Design onehot_ring_monitor, sky130hd; sources not shown.
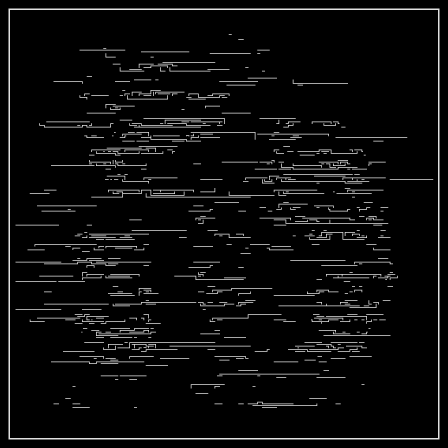
Figure 1: run 1, the metal 1 layer.
The wires run mostly horizontal. The layer carries 1900 um of wire.
met1 Use GR: 0.156
routed wire length: 3.97 mm

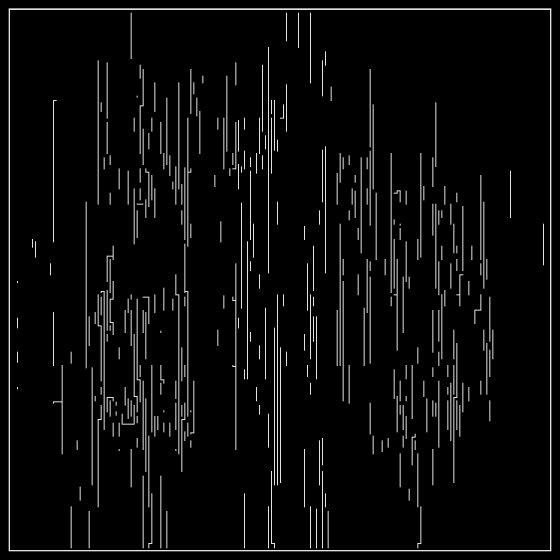
Figure 2: run 1, signal wires on met2.
The layer holds 47% of the routed length. The wires run mostly vertical. The longest straight run is 34.7 um.
met2 GRT Util: 0.196
via count: 1698

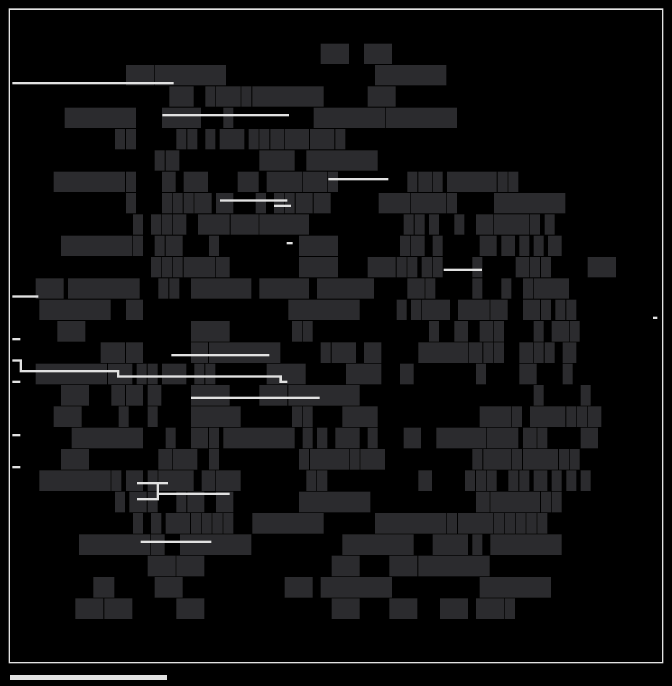
Figure 3: run 1, M3 wires.
The bar under the picture is 20 um long.
The wires run mostly horizontal. The layer holds 3.9% of the routed length. 15 nets have wire on it.
GR Layer Usage met3: 0.0317

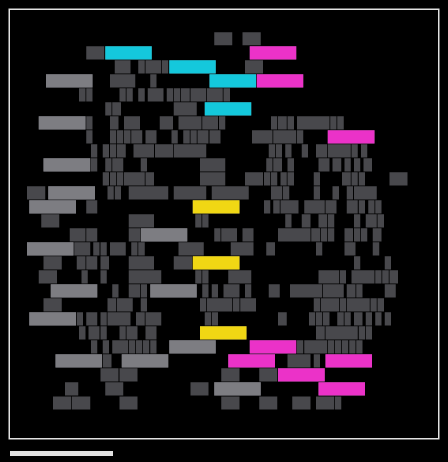
Figure 4: run 1, sequential cells grouped by signal name.
The bar under the picture is 20 um long. Other sequential cells in the stronger grey, the rest of the logic in the fainter grey.
Yellow shows r_prev, flops 3. Magenta shows r_s1_a, flops 8. Cyan shows r_good, flops 4, where top centre.
P_seq: 0.000345 W
fin util: 0.445

==> reports/metrics.yaml, run 1 <==
status: "finished, final reports clean"
highest_layer: "met4"
io_pins: 26
drive_above_1_share: 0.154
hold_depth: 2
tool_warnings: 28
clock_tree.htree_level_count: 2
clockBufferDepth: 2
first_global_vias: 1604
fin_hold_ws_ns: 0.471
r2r_setup_slack_ns: 0.69
n_fill_cell: 554
drc: 0
r2r_cells: 28
p_leak_nw: 1.26
place_hpwl_mm: 3.11
cts_tree: "yes"
path_clk_slew_ns: 0.06
netlist.area_leader.share: 0.349
flop_cell: "dfrtp_1"
synth-edff-count: 0
p_per_area_nw_per_um2: 396
wl_met1_mm: 1.90
netlist_area_sq_um: 2080
rsz0062_at_grt: "no"
setup_violations: 0
post-route-period-util: 0.863
cp.required_ns: 5.18
area_growth_pct: 20.6
track_usage: 0.123
first_iter_violations: 30
globalplace.congestion: 0.792
critical_path_class: "flop to flop"
timing.fmax_mhz: 231
grt_max_degree: 30
drv_cap: 0
cp_max_fo: 8
synth.distinct_cells: 28
ant_nets: 0
synth_seq_share: 0.349
die_area_sq_um: 6910
antenna_found_initial: 0
first_pass_iters: 4
cts_resized: 0
tns_ns: 0
syn_avg_cell_area_sq_um: 7.97
worst_ep_arrival_time_ns: 4.49
grt-ovfl-total: 0
logic_area_sq_um: 1230
cts_setup_buffers: 0
wl_per_cell_um: 10.9
top_cells_by_area: "dfrtp_1 (35%), nand2_1 (15%), ha_1 (7.2%)"
fp_nets: 284
drv_slew: 0
start_kind: "flop"
top_area_cell: "dfrtp_1"
core_sq_um: 5640
min_path_type: "flop to flop"
diodes: 0
hold_viol: 0
synth_chip_area_sq_um: 2080
grt_pass1_wl_mm: 6.99
clock_sinks: 29
cts.hold.buffers_added: 0
slowest_delay_ns: 0.34
seq_area_sq_um: 726
port_buffers: 24
chipWidth_um: 83.1
crit_path_frequent_cell: "nand2_1"
finalCriticalPeriod_ns: 4.32
initial_core_util: 0.369
ys_ff: 29
vias_per_cell: 4.66
yosys-stat-cells: 261
wl_met2_mm: 1.87
tritoncts.num_buffers: 5
run 1: per-stage QoR:
step / instances / setup WS [ns] / total power (W) / instance area (sq um)
2_1_floorplan: 261 / 0.926 / 0.000639 / 2080
3_3_place_gp: 356 / 0.712 / 0.000793 / 2410
3_5_place_dp: 356 / 0.675 / 0.000790 / 2410
4_1_cts: 364 / 0.655 / 0.00101 / 2510
5_1_grt: 364 / 0.331 / 0.00108 / 2510
6_report: 364 / 0.686 / 0.000993 / 2510
run 1: Yosys cell counts (4+ instances only):
master / number
inv_1: 28
xnor2_1: 7
ha_1: 12
xor2_1: 4
dfrtp_1: 29
nand2_2: 6
nand3_1: 22
nand3_4: 7
nand2_1: 85
o21ai_2: 5
nand4_1: 13
nor2_1: 16
nand2_4: 6
run 1: area by class of cell:
| cell class | instances | area share |
|---|---|---|
| clock buffers | 7 | 0.0384 |
| well taps | 72 | 0.0359 |
| flip-flops and latches | 29 | 0.289 |
| inverters | 31 | 0.0464 |
| multi-input cells | 199 | 0.489 |
| repair buffers | 25 | 0.0988 |
| clock inverters | 1 | 0.00200 |
run 1: worst max-delay path: cells and delay by family, from the launching register on:
| family | cells | cell delay, ns |
|---|---|---|
| flip-flops | 1 | 0.34 |
| buffers and inverters | 4 | 0.21 |
| adder cells (fa/ha/maj) | 6 | 1.63 |
| AND-OR/OR-AND | 2 | 0.16 |
| AND/OR/NAND/NOR | 16 | 1.85 |
run 1: logic make-up (layout without fill, tap and decap cells):
kind of cell / Yosys count / after routing / synth area share
adder cells (fa/ha/maj): 12 / 12 / 0.0722
XOR/XNOR: 11 / 11 / 0.0463
flip-flops: 29 / 29 / 0.349
other: 1 / 1 / 0.00180
AND-OR/OR-AND: 9 / 9 / 0.0385
AND/OR/NAND/NOR: 166 / 166 / 0.431
buffers and inverters: 33 / 64 / 0.0613
run 1: layout by cell type, fill, tap and decap left out, types with 2 or more instances in the layout:
master            n
nand2_4           6
nand2_1          85
clkdlybuf4s50_1  24
ha_1             12
clkbuf_8          7
xnor2_1           7
nand2_2           6
nand3_2           3
nand3_4           7
inv_1            28
dfrtp_1          29
or2_2             2
inv_2             3
xor2_1            4
nor2_1           16
o21ai_2           5
nand3_1          22
a21oi_1           2
nand4_1          13
run 1: where the power goes:
part           internal [W]  switching [W]
Combinational      0.000199       0.000236
Clock              0.000124      0.0000891
Sequential         0.000285      0.0000597
Total              0.000608       0.000385
run 1: per-layer routing:
layer,vias up,track usage
li1,906,-
met3,4,0.0317
met2,27,0.196
met5,-,0
met4,0,0.0535
met1,761,0.156
## Run 2: what changed since run 1
--- a/constraint.sdc
+++ b/constraint.sdc
@@ -3,2 +3,2 @@
 set_output_delay 1.2525 -clock clk [all_outputs]
-set_load 0.005 [all_outputs]
+set_load 0.02 [all_outputs]
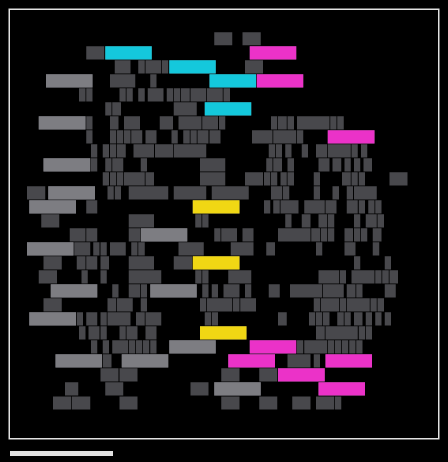
Figure 5: run 2, sequential cells grouped by signal name.
The bar under the picture is 20 um long. Other sequential cells in the stronger grey, the rest of the logic in the fainter grey.
Cyan shows r_good, flops 4, where top centre. Yellow shows r_prev, flops 3. Magenta shows r_s1_a, flops 8.
register area: 726 sq um
Seq/total area: 0.289

==> run 2 against run 1 <==
Area after synthesis did not move. Sequential power barely moved. Die size did not move. Synthesized cell count did not move. Non-clock buffer count did not move. Final cell count did not move. Global-route usage did not move. Setup slack did not move. Combinational power rose by 11%. Largest cell class unchanged.
==> reports/metrics.yaml, run 2 <==
status: "finished, final reports clean"
track_usage: 0.123
crit_path_frequent_cell: "nand2_1"
cp_max_fo: 8
tritoncts.num_buffers: 5
top_cells_by_count: "nand2_1 (85), dfrtp_1 (29), inv_1 (28)"
power_w: 0.00104
die_area_sq_um: 6910
cts_tree: "yes"
hold_depth: 2
first_global_vias: 1604
syn_avg_cell_area_sq_um: 7.97
p_leak_nw: 1.26
globalplace.congestion: 0.792
grt_use_met2: 0.196
clockBufferDepth: 2
place_worst_setup_slack_ns: 0.675
worst_ep_arrival_time_ns: 4.49
ant_nets: 0
drive_above_1_share: 0.154
synth.distinct_cells: 28
tns_ns: 0
flop_cell: "dfrtp_1"
chipWidth_um: 83.1
area_growth_pct: 20.6
synth_seq_share: 0.349
core_sq_um: 5640
r2r_setup_slack_ns: 0.69
synth_chip_area_sq_um: 2080
synth-edff-count: 0
netlist.area_leader.share: 0.349
wl_per_cell_um: 10.9
cts.hold.buffers_added: 0
grt_busiest_layer: "met2"
top_cells_by_area: "dfrtp_1 (35%), nand2_1 (15%), ha_1 (7.2%)"
vias_per_cell: 4.66
top_area_cell: "dfrtp_1"
fin_hold_ws_ns: 0.471
fp_nets: 284
crit_cells: 28
hold_viol: 0
layout_top_cells: "nand2_1 (85), dfrtp_1 (29), inv_1 (28)"
initial_core_util: 0.369
lay_top_count: "nand2_1"
r2r_cells: 28
start_kind: "flop"
crit_buf_inv: 4
grt_max_degree: 30
yosys-stat-cells: 261
p_per_area_nw_per_um2: 414
diodes: 0
tool_warnings: 28
netlist_area_sq_um: 2080
cp_top_family: "simple AND/OR/NAND/NOR gates"
post-route-period-util: 0.863
setup_slack_ns: 0.686
place_hpwl_mm: 3.11
io_pins: 26
min_path_type: "flop to flop"
setup_violations: 0
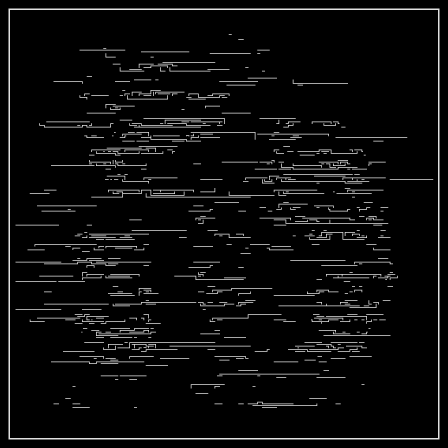
Figure 6: run 2, the metal 1 layer.
The longest straight run is 20.2 um. The layer holds 48% of the routed length. The wires run mostly horizontal. 289 nets have wire on it. The layer carries 1900 um of wire.

run 2: cell counts after synthesis:
Identical to the previous run, type by type.
run 2: cells by family (layout without fill, tap and decap cells):
kind of cell,after synthesis,in the layout,share of synthesized area
simple gates,166,166,0.431
buf+inv,33,64,0.0613
flops,29,29,0.349
fa+ha+maj,12,12,0.0722
other cells,1,1,0.00180
xor+xnor,11,11,0.0463
compound gates,9,9,0.0385
run 2: cell type report:
| cell class | count | area share |
|---|---|---|
| multi-input combinational | 199 | 0.489 |
| inverter | 31 | 0.0464 |
| timing repair buffer | 25 | 0.0988 |
| clock buffer | 7 | 0.0384 |
| sequential | 29 | 0.289 |
| clock inverter | 1 | 0.00200 |
| tap | 72 | 0.0359 |
run 2: power by group:
group          switching [W]  leakage, nW  total [W]  internal [W]
Combinational       0.000281        0.843   0.000481      0.000199
Sequential         0.0000597        0.365   0.000345      0.000285
Clock              0.0000891       0.0542   0.000213      0.000124
Total               0.000430         1.26    0.00104      0.000609
run 2: through the flow:
| step | area (sq um) | utilization | instances |
|---|---|---|---|
| after CTS | 2510 | 0.445 | 364 |
| after global placement | 2410 | 0.427 | 356 |
| after detailed placement | 2410 | 0.427 | 356 |
| after global routing | 2510 | 0.445 | 364 |
| after floorplan | 2080 | - | 261 |
| final | 2510 | 0.445 | 364 |
run 2: per-layer routing:
layer,share of wire,vias to the layer above
met3,0.039,4
met2,0.47,27
met5,0,-
met1,0.48,761
li1,-,906
met4,0.013,0
run 2: worst min-delay path: stages, from the launching register on:
cell and delay, ns:
dfrtp_1 0.34, nand2_1 0.05, nand2_1 0.05
No activity file was given, so power comes from the tool's default toggle rates.
